===== src/rtl/pixel_mux_sequencer.sv =====
// Pixel lane-mux sequencer: streams source words, selects immediate lanes, writes results.
// Optional LANE_ROTATE_EN: rotates the lane mask left by one after every accepted write.
module pixel_mux_sequencer #(
  parameter int ADDR_W  = 16,
  parameter int COUNT_W = 16
) (
  input  logic               clk,
  input  logic               rst,
  input  logic               start,
  input  logic [ADDR_W-1:0]  src_base,
  input  logic [ADDR_W-1:0]  dst_base,
  input  logic [COUNT_W-1:0] word_count,
  input  logic [31:0]        immediate_in,
  input  logic [3:0]         lane_mask,
  input  logic [31:0]        mem_rd_data,
  input  logic               mem_wait,
  output logic               mem_rd_en,
  output logic [ADDR_W-1:0]  mem_rd_addr,
  output logic               mem_wr_en,
  output logic [ADDR_W-1:0]  mem_wr_addr,
  output logic [31:0]        pixel_word,
  output logic [31:0]        immediate_out,
  output logic [3:0]         select_pixel,
  output logic               busy,
  output logic               done
);

  typedef enum logic [2:0] {
    S_IDLE,
    S_READ,
    S_WAIT,
    S_WRITE,
    S_FIN
  } state_t;

  state_t             state_q, state_d;
  logic [ADDR_W-1:0]  src_q, src_d;
  logic [ADDR_W-1:0]  dst_q, dst_d;
  logic [COUNT_W-1:0] cnt_q, cnt_d;
  logic [COUNT_W-1:0] idx_q, idx_d;
  logic [3:0]         mask_q, mask_d;
  logic [31:0]        imm_q, imm_d;
  logic [31:0]        pix_q, pix_d;

  // one extra bit so idx+1 never aliases back below word_count
  logic [COUNT_W:0]   idx_inc;
  logic [ADDR_W-1:0]  idx_addr;

  assign idx_inc  = {1'b0, idx_q} + (COUNT_W+1)'(1);
  assign idx_addr = ADDR_W'(idx_q);

  always_ff @(posedge clk) begin
    if (rst) begin
      state_q <= S_IDLE;
      src_q   <= '0;
      dst_q   <= '0;
      cnt_q   <= '0;
      idx_q   <= '0;
      mask_q  <= '0;
      imm_q   <= '0;
      pix_q   <= '0;
    end else begin
      state_q <= state_d;
      src_q   <= src_d;
      dst_q   <= dst_d;
      cnt_q   <= cnt_d;
      idx_q   <= idx_d;
      mask_q  <= mask_d;
      imm_q   <= imm_d;
      pix_q   <= pix_d;
    end
  end

  always_comb begin
    state_d      = state_q;
    src_d        = src_q;
    dst_d        = dst_q;
    cnt_d        = cnt_q;
    idx_d        = idx_q;
    mask_d       = mask_q;
    imm_d        = imm_q;
    pix_d        = pix_q;
    mem_rd_en    = 1'b0;
    mem_rd_addr  = '0;
    mem_wr_en    = 1'b0;
    mem_wr_addr  = '0;
    select_pixel = 4'b0000;
    done         = 1'b0;

    unique case (state_q)
      S_IDLE: begin
        if (start) begin
          src_d   = src_base;
          dst_d   = dst_base;
          cnt_d   = word_count;
          imm_d   = immediate_in;
          mask_d  = lane_mask;
          idx_d   = '0;
          state_d = (word_count != '0) ? S_READ : S_FIN;
        end
      end
      S_READ: begin
        mem_rd_en   = 1'b1;
        mem_rd_addr = src_q + idx_addr;
        state_d     = S_WAIT;
      end
      S_WAIT: begin
        pix_d   = mem_rd_data;
        state_d = S_WRITE;
      end
      S_WRITE: begin
        mem_wr_en    = 1'b1;
        mem_wr_addr  = dst_q + idx_addr;
        select_pixel = mask_q;
        if (!mem_wait) begin
          idx_d = idx_inc[COUNT_W-1:0];
`ifdef LANE_ROTATE_EN
          mask_d = {mask_q[2:0], mask_q[3]};
`else
          mask_d = mask_q;
`endif
          state_d = (idx_inc < {1'b0, cnt_q}) ? S_READ : S_FIN;
        end
      end
      S_FIN: begin
        done    = 1'b1;
        state_d = S_IDLE;
      end
      default: state_d = S_IDLE;
    endcase
  end

  assign busy          = (state_q != S_IDLE);
  assign pixel_word    = pix_q;
  assign immediate_out = imm_q;

endmodule


===== config.mk =====
export PLATFORM = sky130hd
export DESIGN_NAME = pixel_mux_sequencer
export DESIGN_NICKNAME = d
export VERILOG_FILES = /design/src/rtl/pixel_mux_sequencer.sv
export SDC_FILE = /design/constraint.sdc
export NUM_CORES = 1
export LEC_CHECK = 0
export ABC_AREA = 0
export ABC_CLOCK_PERIOD_IN_PS = 5100
export CAP_MARGIN = 20
export CELL_PAD_IN_SITES_DETAIL_PLACEMENT = 0
export CELL_PAD_IN_SITES_GLOBAL_PLACEMENT = 1
export CORE_ASPECT_RATIO = 1.25
export CORE_MARGIN = 5
export CORE_UTILIZATION = 36
export DETAILED_ROUTE_END_ITERATION = 16
export PLACE_DENSITY_LB_ADDON = 0.1
export SETUP_SLACK_MARGIN = 0.4
export SKIP_LAST_GASP = 1
export SLEW_MARGIN = 20
export SYNTH_ARGS = -nofsm -noshare
export SYNTH_HDL_FRONTEND = slang
export SYNTH_SLANG_ARGS = --single-unit

===== constraint.sdc =====
create_clock -name clk -period 5.1 [get_ports clk]
set_input_delay 0.765 -clock clk [delete_from_list [all_inputs] [get_ports clk]]
set_output_delay 0.765 -clock clk [all_outputs]
set_load 0.05 [all_outputs]

**Metal 2**

Scale bar: 50 µm.
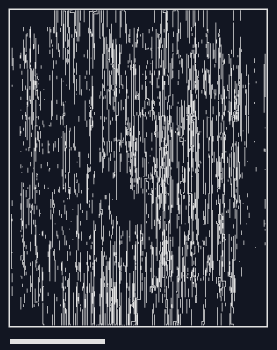
nets with wire on the layer: 1,002
main direction: vertical
longest straight run: 77.2 µm
met2 routing resource usage after global routing: 0.345
overall routed net length: 22,100 µm
via count: 6,861

**Cell placement**

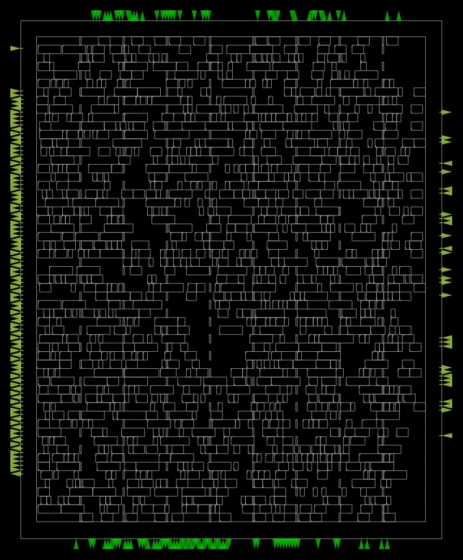
number of standard cells in the final layout excluding fillers: 1,377
Tapcells: 236
utilization after layout: 0.515

**Floorplan with the power grid**

Pins as bars on the die edge. Tap cells in grey.
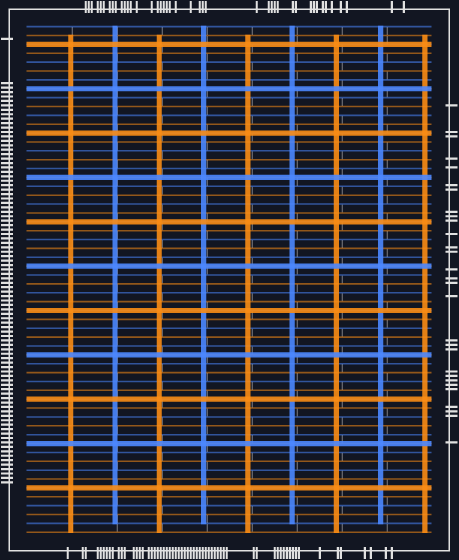
[blue] VDD
[orange] VSS
met5 straps: 11
rows: 57
tap cells: 236
met4 straps: 9
met1 rails: 58

==> run notes <==
The synthesized netlist occupies a cell area of 0.00697 mm². The sequential fraction of the synthesis area is 0.388. The synthesis run identifies the leading combinational cell family as simple AND/OR/NAND/NOR gates. For the number of maximum-capacitance violations, the log shows 0. For this design the total switching power over the nets is 0.915 mW. The flow ran to the end, and the final reports show no timing, DRC or antenna violations. The number of buffer and inverter stages on the critical path came out at 1.

The smallest clock period supported by the final layout is computed as 4.38 ns. The run gives 937 for the post-synthesis cell count. For reference, the critical path cell chain is ha_1 > fa_1 > a211oi_1 > nor2_1 > a31o_2 > o41ai_1 > xor2_1 > nor2_1 > clkdlybuf4s50_1. The heaviest power group is the clock network.

The tools report the cell area after placement as 0.00932 mm². The number of enable-type register cells in the synthesized netlist is 0. Adding up every negative setup slack in the final design gives 0 ns.

The kind of cell with the highest combined delay along the critical path is AND-OR/OR-AND gates. The violation tally recorded at the end of detailed-routing iteration 0 is 314. The clock insertion delay at the later pin of the skew report was 0.42 ns; the routed wire length per instance was 16.0 µm. The synthesis report lists the most area-consuming cells as dfxtp_1 (39%), nand2_1 (14%), a21oi_1 (11%).

The largest total area in the synthesized netlist belongs to dfxtp_1. In this run the full chip footprint comes out at 0.0223 mm². Post-synthesis mux area share: 0.00287.
**Clock network drawn from the DEF**

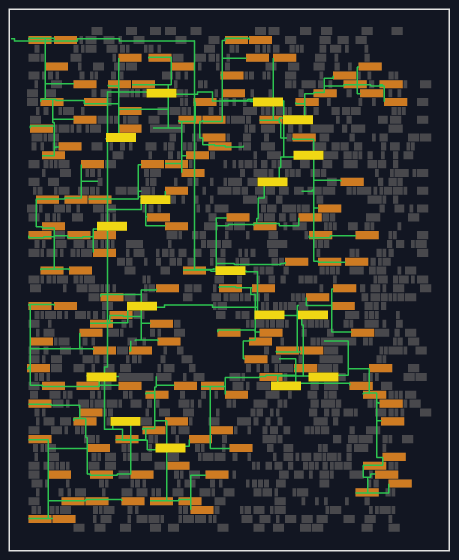
[orange] flip-flops | count: 135
[green] clock wires | length: 1,980 µm
[yellow] clock drivers | count: 17
routed clock nets: 18
flops lie: spread over the die

**Placement by cell class**

Scale bar: 50 µm. Fill, decap, tap and diode cells in grey.
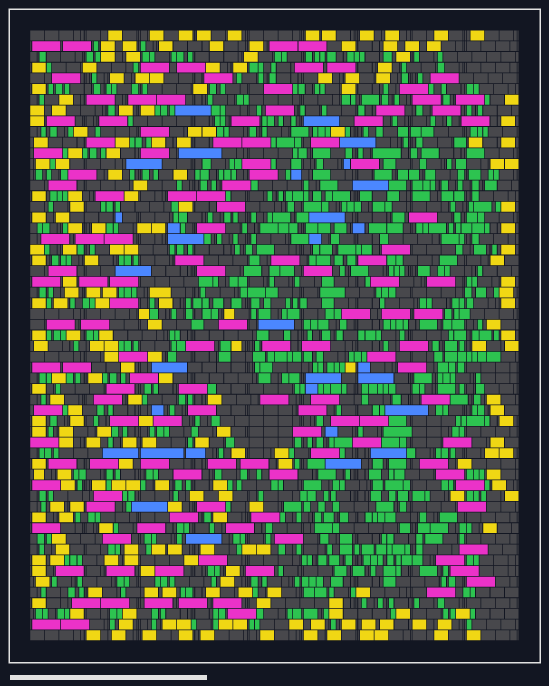
[blue] clock drivers and dummy loads | cells: 31 | share of their area: 6.3%
[yellow] remaining buffers and delay cells | cells: 228 | share of their area: 24%
[magenta] sequential cells | cells: 135 | share of their area: 28%
[green] combinational and other logic | cells: 747 | share of their area: 42%

[routing by layer]
metal  global-route usage  share of wire  wire length, µm  up-vias
met5                    0              0                0        -
met4               0.0653          0.018              396        0
met3               0.0888          0.092             2040       22
met2                0.345           0.49            10800      182
met1                0.214           0.40             8820     3110
li1                     -              -                -     3547
[cells in the mapped netlist (14+ instances only)]
library cell	number
nand2_1	268
a21oi_1	150
dfxtp_1	135
nor2_1	65
ha_1	46
clkbuf_1	42
o21ai_0	26
inv_1	25
xor2_1	21
xnor2_1	17
nand3_1	14
nor3_1	14
[worst paths after layout]
check              startpoint               to  slack (ns)  cells after the start
setup / recovery  idx_addr[0]  mem_rd_addr[12]        0.72                      9
setup reg to reg  idx_addr[1]       state_q[2]        1.43                     12
hold reg to reg     mask_q[0]        mask_q[0]        0.45                      2
hold / removal      mask_q[0]        mask_q[0]        0.45                      2
[final cells by class]
| cell class | count | area share |
|---|---|---|
| Tap cell | 236 | 0.0298 |
| Sequential cell | 135 | 0.272 |
| Multi-Input combinational cell | 722 | 0.398 |
| Clock buffer | 18 | 0.0443 |
| Timing Repair Buffer | 228 | 0.229 |
| Inverter | 25 | 0.00946 |
| Clock inverter | 13 | 0.0170 |
[flip-flops by register name, indices dropped and copies added, names as in the netlist]
register / count
pixel_word: 32
mask_q: 4
immediate_out: 32
idx_addr: 16
dst_q: 16
state_q: 3
src_q: 16
cnt_q: 16
[through the flow]
stage	util	hold WS (ns)	cells	worst slack, ns	power [mW]
6_report	0.515	0.451	1377	0.718	3.06
5_1_grt	0.515	0.466	1377	0.487	3.20
4_1_cts	0.515	0.453	1377	0.675	3.10
3_5_place_dp	0.484	0.446	1346	1.15	1.81
3_3_place_gp	0.483	0.439	1345	1.19	1.81
2_1_floorplan	-	0.432	937	1.57	1.56
Power is estimated from default activity; no workload was simulated.
